[src/rtl/fruit_slice_scorer.sv]
// ============================================================================
// Module   : fruit_slice_scorer
// Purpose  : Click-to-slice hit detection, score, lives and game-over control
// Revision : 1.0 - initial release
// ============================================================================
`default_nettype none

module fruit_slice_scorer #(
    parameter int FRUIT_SIZE      = 32,
    parameter int LIVES           = 3,
    parameter int COOLDOWN_FRAMES = 4
) (
    input  logic       clk,
    input  logic       reset,
    input  logic       game_start,
    input  logic       frame_tick,
    input  logic [9:0] fruitX,
    input  logic [9:0] fruitY,
    input  logic       fruit_valid,
    input  logic       fruit_missed,
    input  logic [7:0] mouse_x,
    input  logic [7:0] mouse_y,
    input  logic       mouse_click,
    output logic       remove_fruit,
    output logic [5:0] number_of_fruits_cut,
    output logic [1:0] lives_left,
    output logic       GG
);

    localparam logic [2:0] c_IDLE     = 3'd0;
    localparam logic [2:0] c_ARMED    = 3'd1;
    localparam logic [2:0] c_HIT      = 3'd2;
    localparam logic [2:0] c_COOLDOWN = 3'd3;
    localparam logic [2:0] c_OVER     = 3'd4;

    localparam int               c_CNT_W   = $clog2(COOLDOWN_FRAMES + 2);
    localparam logic [c_CNT_W-1:0] c_CD_LOAD = c_CNT_W'(COOLDOWN_FRAMES);
    localparam logic [10:0]      c_SIZE    = 11'(FRUIT_SIZE);
    localparam logic [1:0]       c_LIVES   = 2'(LIVES);
    localparam logic [5:0]       c_SCORE_MAX = 6'd63;

    logic [2:0]         r_state;
    logic [2:0]         w_next;
    logic               r_sync1;
    logic               r_sync2;
    logic               r_sync3;
    logic               r_click_rise;
    logic [c_CNT_W-1:0] r_cnt;
    logic               r_remove;
    logic               r_gg;
    logic [5:0]         r_score;
    logic [1:0]         r_lives;
    logic               w_lives_dec;
    logic               w_restart;
    logic [10:0]        w_sx;
    logic [10:0]        w_sy;
    logic               w_hit;

    // Mouse coordinates are half resolution; widen everything to 11 bits so
    // the far edge of the box never wraps.
    assign w_sx  = {2'b00, mouse_x, 1'b0};
    assign w_sy  = {2'b00, mouse_y, 1'b0};
    assign w_hit = fruit_valid
                 && (w_sx >= {1'b0, fruitX}) && (w_sx < ({1'b0, fruitX} + c_SIZE))
                 && (w_sy >= {1'b0, fruitY}) && (w_sy < ({1'b0, fruitY} + c_SIZE));

    assign w_restart = game_start && ((r_state == c_IDLE) || (r_state == c_OVER));

    always_comb begin
        w_next      = r_state;
        w_lives_dec = 1'b0;
        case (r_state)
            c_IDLE:  if (game_start) w_next = c_ARMED;
            c_ARMED: begin
                // A qualifying slice swallows a simultaneous miss.
                if (r_click_rise && w_hit) w_next = c_HIT;
                else if (fruit_missed)     w_lives_dec = 1'b1;
            end
            c_HIT: begin
                w_next      = c_COOLDOWN;
                w_lives_dec = fruit_missed;
            end
            c_COOLDOWN: begin
                if (r_cnt == '0) w_next = c_ARMED;
                w_lives_dec = fruit_missed;
            end
            c_OVER:  if (game_start) w_next = c_ARMED;
            default: w_next = c_IDLE;
        endcase
        if (w_lives_dec && (r_lives == 2'd1)) w_next = c_OVER;
    end

    always_ff @(posedge clk or negedge reset) begin
        if (!reset) begin
            r_sync1      <= 1'b0;
            r_sync2      <= 1'b0;
            r_sync3      <= 1'b0;
            r_click_rise <= 1'b0;
        end else begin
            r_sync1      <= mouse_click;
            r_sync2      <= r_sync1;
            r_sync3      <= r_sync2;
            r_click_rise <= r_sync2 && !r_sync3;
        end
    end

    always_ff @(posedge clk or negedge reset) begin
        if (!reset) begin
            r_state  <= c_IDLE;
            r_remove <= 1'b0;
            r_gg     <= 1'b0;
            r_score  <= '0;
            r_lives  <= '0;
            r_cnt    <= '0;
        end else begin
            r_state  <= w_next;
            r_remove <= (w_next == c_HIT);
            r_gg     <= (w_next == c_OVER);

            if (w_restart)
                r_lives <= c_LIVES;
            else if (w_lives_dec && (r_lives != 2'd0))
                r_lives <= r_lives - 2'd1;

            if (w_restart)
                r_score <= '0;
            else if ((r_state == c_HIT) && (r_score != c_SCORE_MAX))
                r_score <= r_score + 6'd1;

            if (r_state == c_HIT)
                r_cnt <= c_CD_LOAD;
            else if ((r_state == c_COOLDOWN) && frame_tick && (r_cnt != '0))
                r_cnt <= r_cnt - 1'b1;
        end
    end

    assign remove_fruit         = r_remove;
    assign number_of_fruits_cut = r_score;
    assign lives_left           = r_lives;
    assign GG                   = r_gg;

endmodule

`default_nettype wire

[config.mk]
export PLATFORM = sky130hd
export DESIGN_NAME = fruit_slice_scorer
export DESIGN_NICKNAME = d
export VERILOG_FILES = /design/src/rtl/fruit_slice_scorer.sv
export SDC_FILE = /design/constraint.sdc
export NUM_CORES = 1
export LEC_CHECK = 0
export CAP_MARGIN = 20
export CORE_ASPECT_RATIO = 0.6
export CORE_MARGIN = 4
export CORE_UTILIZATION = 47
export CTS_BUF_LIST = sky130_fd_sc_hd__clkbuf_16
export DETAILED_ROUTE_END_ITERATION = 8
export GPL_TIMING_DRIVEN = 0
export PLACE_DENSITY = 0.86
export REMOVE_ABC_BUFFERS = 1
export SLEW_MARGIN = 20
export SYNTH_ARGS = -nofsm -noshare
export SYNTH_HDL_FRONTEND = slang
export SYNTH_SLANG_ARGS = --single-unit
[constraint.sdc]
create_clock -name clk -period 2.7 [get_ports clk]
set_clock_uncertainty 0.2 [all_clocks]
set_input_delay 0.405 -clock clk [delete_from_list [all_inputs] [get_ports clk]]
set_output_delay 0.405 -clock clk [all_outputs]
set_load 0.01 [all_outputs]
==> run_1/layers.png <==
Bar = 20 um. Two of the layers only.
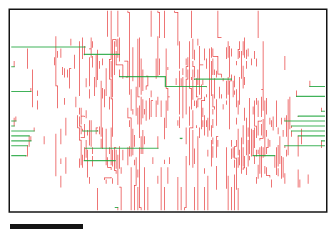
legend:
  red:
    layer: M2
    wire_length: 1,840 um
  green:
    layer: M3
    wire_length: 207 um
average wire per standard cell: 14.3 um
sum of routed wire length over all layers: 4320 um

==> run_1/floorplan.png <==
Bar = 20 um. Pins as bars on the die edge.
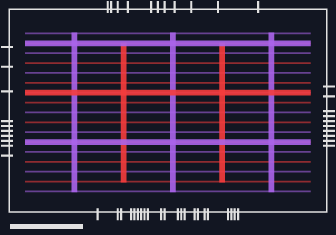
legend:
  red:
    net: VDD
  purple:
    net: VSS
met4 straps: 5
met1 rails: 17
met5 straps: 3
Chip Height: 55.4 um
die span in x: 87.0 um

==> results.txt, run 1 <==
The flow completed. Count of different cell masters after synthesis landed at 45. After synthesis, the cell types taking the most area are sky130_fd_sc_hd__dfrtp_1, sky130_fd_sc_hd__ha_1, sky130_fd_sc_hd__inv_1. For this design, the CTS-stage hold fixing added 0 buffers. Average via count per standard cell landed at 5.30. Number of port buffers landed at 52. Once placement finished, the instance area stood at 2330 um^2.

Sorting the Yosys area breakdown by cell type puts at the top sky130_fd_sc_hd__dfrtp_1. According to the timing report, the arrival time at the worst endpoint equals 2610 ps. Leftover overflow at the end of global routing landed at 0. The worst setup path is launched from a primary input. The area recorded from the Yosys report for this design is 1760 um^2. Yosys reported a register bit count of 20. The tool warning count for the run is 29. TritonCTS built the clock tree. The worst-case reg-to-reg setup slack stands at 420 ps. Leaving out fill and tap cells, the most frequent cell in the layout is sky130_fd_sc_hd__clkdlybuf4s50_1. First-pass GRT wire length landed at 7280 um. Post-synth the commonest register cell is sky130_fd_sc_hd__dfrtp_1. The initial utilization of the core area, before any placement, comes to 51.4%. The routed layout reports a DRC error count of 0. Met2 track demand over resource in global routing landed at 27.6%. Looking at the clock tree report, the H-tree level count equals 1. The flow ran to the end, and the final reports show no timing, DRC or antenna violations. Final hold analysis gives a worst-case slack of 160 ps. Highest clock rate landed at 375 MHz. Cell count of the worst hold path landed at 0. Clock period minus worst slack landed at 2670 ps.

Number of fillers in the final layout landed at 259. Per the post-route antenna check, the number of violating nets is 0. In this run the maximum-capacitance check reported violations numbering 0.
==> run_1/class_map.png <==
Fill, decap, tap and diode cells in gray.
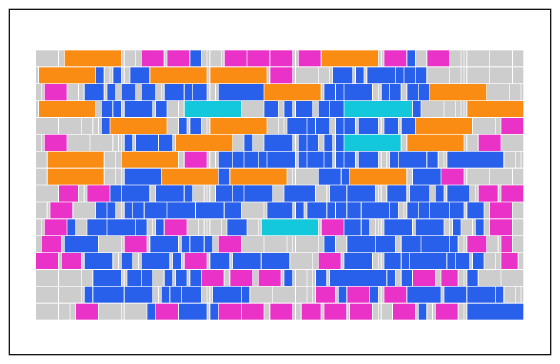
legend:
  magenta:
    class: remaining buffers and delay cells
    cells: 53
  blue:
    class: remaining logic cells
    cells: 179
  orange:
    class: registers
    cells: 20
  cyan:
    class: clock drivers and dummy loads
    cells: 4
final core utilization: 72.8%
Core ar.: 3420 um^2
Layout Cell Area excl Fill: 2490 um^2
sequential cell area share: 20.1%
Placement Rows: 16

==> run 1: timing repair <==
action | in CTS | in global routing
gates resized | 21 | 6
buffers inserted | 1 | 0
pin swaps | 11 | 6
endpoints found under the setup margin | 7 | 4
endpoints found under the hold margin | 0 | 0
gates cloned | 0 | 0
==> run 1: flip-flops by register name (all words and copies together) (netlist names) <==
name,count
GG,1
r_state,3
lives_left,2
r_cnt,3
r_sync3,1
remove_fruit,1
r_sync2,1
number_of_fruits_cut,6
r_click_rise,1
r_sync1,1
==> run 1: critical path, stage by stage <==
cell and delay, ps:
sky130_fd_sc_hd__buf_2 130, sky130_fd_sc_hd__ha_4 260, sky130_fd_sc_hd__inv_1 40, sky130_fd_sc_hd__ha_1 290, sky130_fd_sc_hd__a22o_1 190, sky130_fd_sc_hd__o41ai_2 360, sky130_fd_sc_hd__a21oi_2 120, sky130_fd_sc_hd__or4b_4 570
sky130_fd_sc_hd__a31o_1 240
==> run 1: power breakdown <==
group          total (mW)  internal (mW)  switching (mW)
Clock               0.413          0.294           0.119
Combinational       0.476          0.240           0.236
Sequential          0.400          0.347          0.0528
Total                1.29          0.882           0.407
==> run 1: cells by family (layout without fill, tap and decap cells) <==
logic type / Yosys count / in the layout / share of synthesized area [%]
AND/OR/NAND/NOR: 59 / 59 / 17.3
AND-OR/OR-AND: 54 / 54 / 22.1
adder cells (fa/ha/maj): 31 / 31 / 22.0
buffers and inverters: 28 / 84 / 6.04
flip-flops: 20 / 20 / 28.4
XOR/XNOR: 7 / 7 / 3.48
multiplexers: 1 / 1 / 0.569
==> run 1: per-layer routing <==
metal | routed length (um) | share of wire [%]
met1 | 2210 | 51
met4 | 55 | 1.3
met5 | 0 | 0
met2 | 1840 | 43
met3 | 206 | 4.8
==> run 1: area by class of cell <==
class | count | area [um^2] | area share, %
well taps | 45 | 56.3 | 2.26
flip-flops and latches | 20 | 500 | 20.1
clock inverters | 1 | 30.0 | 1.20
inverters | 27 | 101 | 4.06
repair buffers | 53 | 512 | 20.5
clock buffers | 3 | 75.1 | 3.01
multi-input cells | 152 | 1220 | 48.9
==> run 1: synth_stat cells, types with 2 or more instances <==
library cell                n
sky130_fd_sc_hd__ha_1      31
sky130_fd_sc_hd__inv_1     27
sky130_fd_sc_hd__dfrtp_1   20
sky130_fd_sc_hd__nand2_1   16
sky130_fd_sc_hd__nor2_1    14
sky130_fd_sc_hd__o21ai_0   13
sky130_fd_sc_hd__a21oi_1   11
sky130_fd_sc_hd__nand3_1    6
sky130_fd_sc_hd__nor3_1     4
sky130_fd_sc_hd__xnor2_1    4
sky130_fd_sc_hd__a31o_1     3
sky130_fd_sc_hd__a31oi_1    3
sky130_fd_sc_hd__nor2b_1    3
sky130_fd_sc_hd__or3_1      3
sky130_fd_sc_hd__xor2_1     3
sky130_fd_sc_hd__a211oi_1   2
sky130_fd_sc_hd__a41o_1     2
sky130_fd_sc_hd__and2_1     2
sky130_fd_sc_hd__nand2b_1   2
sky130_fd_sc_hd__nor3b_1    2
sky130_fd_sc_hd__o211ai_2   2
sky130_fd_sc_hd__o21a_1     2
sky130_fd_sc_hd__o21ai_1    2
sky130_fd_sc_hd__o22ai_1    2
==> run_1/clock_nets.png <==
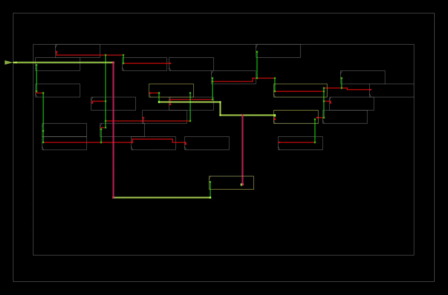

--- run 2 (diff from run 1) ---
--- a/config.mk
+++ b/config.mk
@@ -11,6 +11,7 @@
 export CORE_UTILIZATION = 47
 export CTS_BUF_LIST = sky130_fd_sc_hd__clkbuf_16
 export DETAILED_ROUTE_END_ITERATION = 8
+export GPL_ROUTABILITY_DRIVEN = 0
 export GPL_TIMING_DRIVEN = 0
 export PLACE_DENSITY = 0.86
 export REMOVE_ABC_BUFFERS = 1
==> constraint.sdc (replaced) <==
create_clock -name clk -period 2.7 [get_ports clk]
set_clock_uncertainty 0.2 [all_clocks]
set_input_delay 0.54 -clock clk [delete_from_list [all_inputs] [get_ports clk]]
set_output_delay 0.54 -clock clk [all_outputs]
set_load 0.01 [all_outputs]
==> run_2/clock_nets.png <==
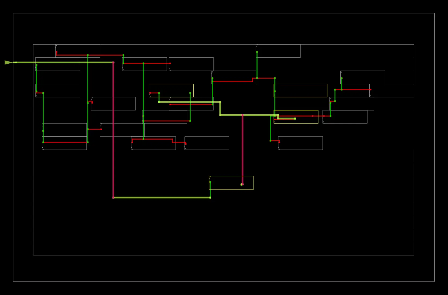
Sink Count: 20
clock buf count: 3
number of flip-flops and latches: 20
clk_lat worst skew: 260 ps

==> run 2 against run 1 <==
Area after synthesis did not move; critical path type unchanged; critical endpoint is now lives_left[1]$_DFFE_PN0P_; routed wire length rose by 4.6%; core utilization rose by 3.3 points; largest cell class unchanged.
==> results.txt, run 2 <==
The flow completed. The run finished with clean final reports. STA classifies the critical path startpoint as a primary input. The clock period could shrink to 2660 ps. Core region area landed at 3420 um^2. Once the floorplan was initialized, standard cells occupied 51.4% of the core. In this run, CTS created clock tree buffers numbering 3.

The worst-case reg-to-reg setup slack stands at 410 ps. Recorded from the global router log, the overflow total was 0. Average via count per standard cell landed at 5.43. Looking at area per cell type in the netlist, the leader is sky130_fd_sc_hd__dfrtp_1. The most common logic cell in the final layout is sky130_fd_sc_hd__clkdlybuf4s50_1. The first global-routing pass estimated 7340 um of wire.

The most common cell in the synthesized netlist is sky130_fd_sc_hd__ha_1. The number of maximum-capacitance violations recorded for the run is 0. In the per-layer breakdown of the detailed-route log, met1 shows 2240 um.

Number of synthesized register bits landed at 20. Horizontal die size landed at 87.0 um. In this run the critical register-to-register path is launched from number_of_fruits_cut[0]$_DFFE_PN0P_. Summed over all nets, wire length on met2 after detailed routing comes to 1960 um. Post-cts hold buffer count landed at 0. Number of rows in the core area landed at 16.

Delay of the slowest cell on the worst path landed at 430 ps. Worst path buffer plus inverter count landed at 1. Looking at the critical path, the highest net fanout was 2.

Detailed routing placed a total of 249 um of wire on met3. TritonCTS built the clock tree. By count the netlist is led by sky130_fd_sc_hd__ha_1, sky130_fd_sc_hd__inv_1, sky130_fd_sc_hd__dfrtp_1, sky130_fd_sc_hd__nand2_1, sky130_fd_sc_hd__nor2_1. Warning total across the stage logs landed at 29.

Number of flip-flops in the largest register landed at 6. After detailed routing, no signal wire sits above met4. Port buffering added 52 buffers. After detailed routing, the number of remaining DRC violations is 0. Highest clock rate landed at 376 MHz. Synthesized chip area reported by yosys landed at 1760 um^2. Count of different cell masters after synthesis landed at 45. Per STA, the worst path is made up of clkdlybuf4s50_1 -> ha_1 -> o21ai_2 -> a21oi_2 -> a31oi_1 -> o22a_1 -> o41a_1 -> or3_1 -> o211ai_2.

Data on the critical path arrives at its endpoint at 2640 ps. In this run the remaining antenna-violating nets after routing total 0. According to the floorplan report, the die height is 55.4 um. Cell count of the worst hold path landed at 0.

The slowest stage of the critical path belongs to the cell sky130_fd_sc_hd__o41a_1. Looking at the clock tree report, the H-tree level count equals 1. Worst-case reg-to-reg path depth landed at 6. Summed negative setup slack over all endpoints landed at 0 ps. The main area contributors are sky130_fd_sc_hd__dfrtp_1, sky130_fd_sc_hd__ha_1, sky130_fd_sc_hd__inv_1. Among cell families on the critical path, the largest total delay comes from AND-OR/OR-AND gates. Looking at the cell usage after synthesis, the top flip-flop cell is sky130_fd_sc_hd__dfrtp_1.
==> run_2/layers.png <==
Bar = 20 um. Two of the layers only.
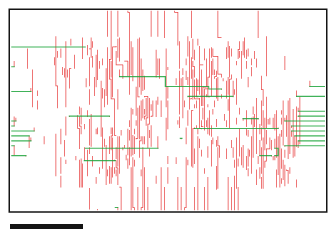
legend:
  red:
    layer: M2
    wire_length: 1,960 um
  green:
    layer: M3
    wire_length: 249 um
average wire per standard cell: 14.9 um
sum of routed wire length over all layers: 4510 um
gr usage total: 19.0%

run 2: cell counts after synthesis:
Identical to the previous run, type by type.
run 2: per-stage QoR:
step           util (%)  std cells  instance area (um^2)  hold WS, ps
6_report           76.1        302                  2610          160
5_1_grt            76.1        302                  2610          170
4_1_cts            75.1        302                  2570          161
3_5_place_dp       68.1        296                  2330          138
3_3_place_gp       68.1        296                  2330          133
2_1_floorplan         -        199                  1760         44.4
run 2: worst max path at each step:
stage	start	end	slack, ps	depth (start not counted)
finish	mouse_x[1]	lives_left[1]$_DFFE_PN0P_	40	9
global route	mouse_x[1]	lives_left[1]$_DFFE_PN0P_	-0.6	9
CTS	fruitY[5]	GG$_DFF_PN0_	2	9
detailed placement	fruitY[5]	GG$_DFF_PN0_	-650	9
global placement	fruitY[5]	r_state[0]$_DFF_PN0_	-620	9
floorplan	fruitY[5]	GG$_DFF_PN0_	80	8
run 2: layout make-up:
class | count | area (um^2)
clock buffers | 3 | 75.1
flip-flops and latches | 20 | 500
well taps | 45 | 56.3
clock inverters | 1 | 30.0
multi-input cells | 152 | 1330
fillers | 235 | 817
repair buffers | 54 | 517
inverters | 27 | 101
run 2: logic make-up (layout without fill, tap and decap cells):
| kind of cell | count (synthesis) | after routing | share of synthesized area (%) |
|---|---|---|---|
| fa+ha+maj | 31 | 31 | 22.0 |
| buf+inv | 28 | 85 | 6.04 |
| simple gates | 59 | 59 | 17.3 |
| flops | 20 | 20 | 28.4 |
| mux | 1 | 1 | 0.569 |
| compound gates | 54 | 54 | 22.1 |
| xor+xnor | 7 | 7 | 3.48 |
run 2: power by group:
part	leakage (nW)	switching, mW	internal (mW)
combinational	0.883	0.249	0.258
sequential	0.256	0.0526	0.347
clock	0.0511	0.118	0.294
total	1.19	0.420	0.899
run 2: timing repair:
item,in CTS,in global routing
setup endpoints to repair,7,5
endpoints found under the hold margin,0,0
pin swaps,23,4
resized,62,7
gates cloned,0,0
buffers inserted,2,0
run 2: metal layers:
layer / track usage, % / up-vias
met2: 28.2 / 37
met3: 4.16 / 6
met1: 27.4 / 770
li1: - / 827
met4: 5.11 / 0
met5: 0 / -
Power is estimated from default activity; no workload was simulated.
